**Clock wiring as the flow saved it**

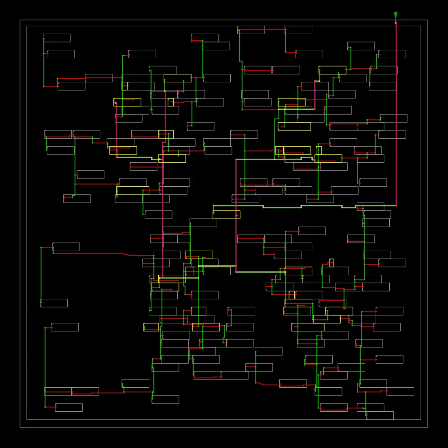
**Pin map**

Pins as bars across the die edge, other pins in grey.
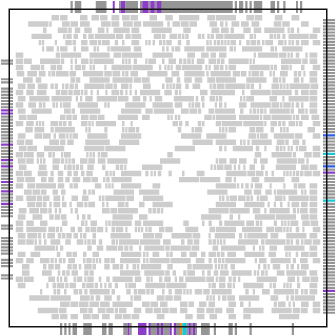
==> config.mk <==
export PLATFORM = sky130hd
export DESIGN_NAME = ls_exec_unit
export DESIGN_NICKNAME = d
export VERILOG_FILES = /design/src/rtl/ls_exec_unit.sv
export SDC_FILE = /design/constraint.sdc
export NUM_CORES = 1
export LEC_CHECK = 0
export CORE_MARGIN = 2
export CORE_UTILIZATION = 46
export DETAILED_ROUTE_END_ITERATION = 6
export GPL_ROUTABILITY_DRIVEN = 0
export PLACE_DENSITY_LB_ADDON = 0.2
export SYNTH_ARGS = -nofsm -noshare
export SYNTH_HDL_FRONTEND = slang
export SYNTH_SLANG_ARGS = --single-unit
export TNS_END_PERCENT = 100
==> constraint.sdc <==
create_clock -name clk -period 6.59 [get_ports clk]
set_input_delay 1.318 -clock clk [delete_from_list [all_inputs] [get_ports clk]]
set_output_delay 1.318 -clock clk [all_outputs]
set_load 0.02 [all_outputs]
==> summary.txt <==
This note records the results obtained with Yosys and OpenROAD.

Outcome
The flow ran to the end, and the final reports show no timing, DRC or antenna violations.

Clock network
The buffers inserted during post-CTS setup optimization is 0. TritonCTS built the clock tree. In this run, post-CTS repair resized a total of 0 instances. Looking at the worst setup and hold paths, the clock pins of their registers show a slew of 0.06 ns.

Detailed routing
The detailed router finished its first iteration with 584 violations. Summed over all nets, wire length on met3 after detailed routing comes to 1730 um. The post-detailed-route count of antenna-violating nets is 0. The average detailed-routed wire length per instance is 17.2 um.

For this block, the via count after detailed routing is 8085.

Placed design
For this run the detailed placement stage logged an HPWL of 18100 um. The area after detailed placement is 11200 um^2. Logged for this run, the post-placement worst setup slack is 1.97 ns.

The detailed placer reported the number of placed instances as 1453.

Power
VDD sags by at most 0.224 mV. The proportion of power drawn by flip-flops and latches is 0.325. The total power consumption of the routed design is 0.00497 W.

The switching power share of the total is 0.392. Combinational cells consume a total of 0.00237 W. In this run the power density over the cells is 420 nW/um^2.

The clock share of power is 0.199. The internal power component is 0.00302 W.

Worst setup path
The most frequent cell on the critical path is sky130_fd_sc_hd__nor3_1. The setup slack on the worst flop-to-flop path is 3.74 ns. Per the STA report, the cell with the highest stage delay on the worst path is sky130_fd_sc_hd__a221oi_1.

The endpoint required time on the critical path is 6.86 ns. The critical setup path kind is primary input to flop. Per STA, the worst path is made up of clkdlybuf4s50_1, ha_1, fa_1, a21o_1, a221o_1, nand4_1, nand3_1, a221oi_1, nor3_1, nor3_1, xor2_1, o31ai_1.

The sum of buffers and inverters on the critical path is 1.

Cells and area
Measured on the final layout, buffering overhead outside the clock network stands at 0.246. The number of signal-net inverters in the final layout is 10. The biggest slice of the area belongs to combinational gates. The layout summary lists the proportion of cells stronger than drive strength 1 as 0.0438. At the end of the flow the core is filled with cells to 0.666. The filler cell count is 1511.

The library cell used most frequently in the layout, excluding fill and tap cells, is sky130_fd_sc_hd__clkdlybuf4s50_1. The fraction of area in registers is 0.306. The final layout contains a sequential cell count of 145.

Between the synthesized netlist and the finished layout, the area growth was recorded as 43.4%. The plain and repair buffers instantiated in the layout total 294.

Die
The chip occupies 19000 um^2. The flow inserted 229 tap cells. After floorplanning, the core was sized to cover 17800 um^2. The number of placed I/O pins is 285.

Timing
Per the finish-stage timing summary, setup violations number 0. The transition time of the tightest slew-check pin is 1.02 ns. For the final database, setup skew stands at 0.00933 ns. The aggregate negative setup slack is 0 ns.

In the final report, the number of hold violations comes to 0. The flow reports an fmax of 0.240 GHz. The period utilization is 0.631. The least setup slack across all paths after layout is 2.43 ns.

Global routing
The first global-routing pass estimated 40200 um of wire. The maximum number of pins on one net before global-route repair is 99. The overall routing resource usage is 0.263. The remaining global-route overflow is 0.

The initial antenna violation count is 0. The fraction of met2 tracks used by global routing is 0.423.

Synthesis
The netlist uses 58 different library cells. The parity-gate share of the synthesized area counting xor and xnor cells is 0.0371. The fraction of the mapped netlist area in adder cells is 0.0494. Per Yosys stat, the portion of area used by sequential elements is 0.439. The AND-OR/OR-AND share of the synthesized area is 0.186.

The dominant cell by count in the synthesized netlist is sky130_fd_sc_hd__nand2_1. The area share of and/or/nand/nor cells after synthesis is 0.213. In this run, synthesis produced a sequential element count of 145.

In this run the mean area of a mapped cell was 8.28 um^2. The main area contributors are sky130_fd_sc_hd__dfrtp_1 44%, sky130_fd_sc_hd__nand2_1 13%, sky130_fd_sc_hd__o21ai_0 5.3%, sky130_fd_sc_hd__a21oi_1 5.2%, sky130_fd_sc_hd__ha_1 4.7%. Counting flops with a built-in enable in the synthesized netlist gives 0. The top cell type's share of synthesized area is 0.439.

The async set or reset register ratio after synthesis is 1.00.

Flow run
The total tool warning count is 26.
Back to the opening pictures, 'clock wiring as the flow saved it':
reported clock group power: 0.000988 W
number of buffers inserted during clock tree synthesis: 17
number of clock buffers in the layout: 21
count of clock tree sinks: 145
clk ins delay skew pair: 0.42 ns

Back to the opening pictures, 'pin map':
[MC_size] blue | pins: 2 | direction: output | edge: right
[LSB_ROB_id] cyan | pins: 4 | direction: input | edge: 2 bottom, 2 right
[rdy] orange | pins: 1 | direction: input | edge: bottom
[CDB_addr] purple | pins: 32 | direction: output | edge: 12 bottom, 10 top, 8 left, 2 right
all pins by edge: 95 right, 78 top, 59 left, 53 bottom
overall die width: 138 um
die height: 138 um
number of buffers inserted by port buffering: 284

Power figures rest on the tool's default switching activity, not on a simulated workload.
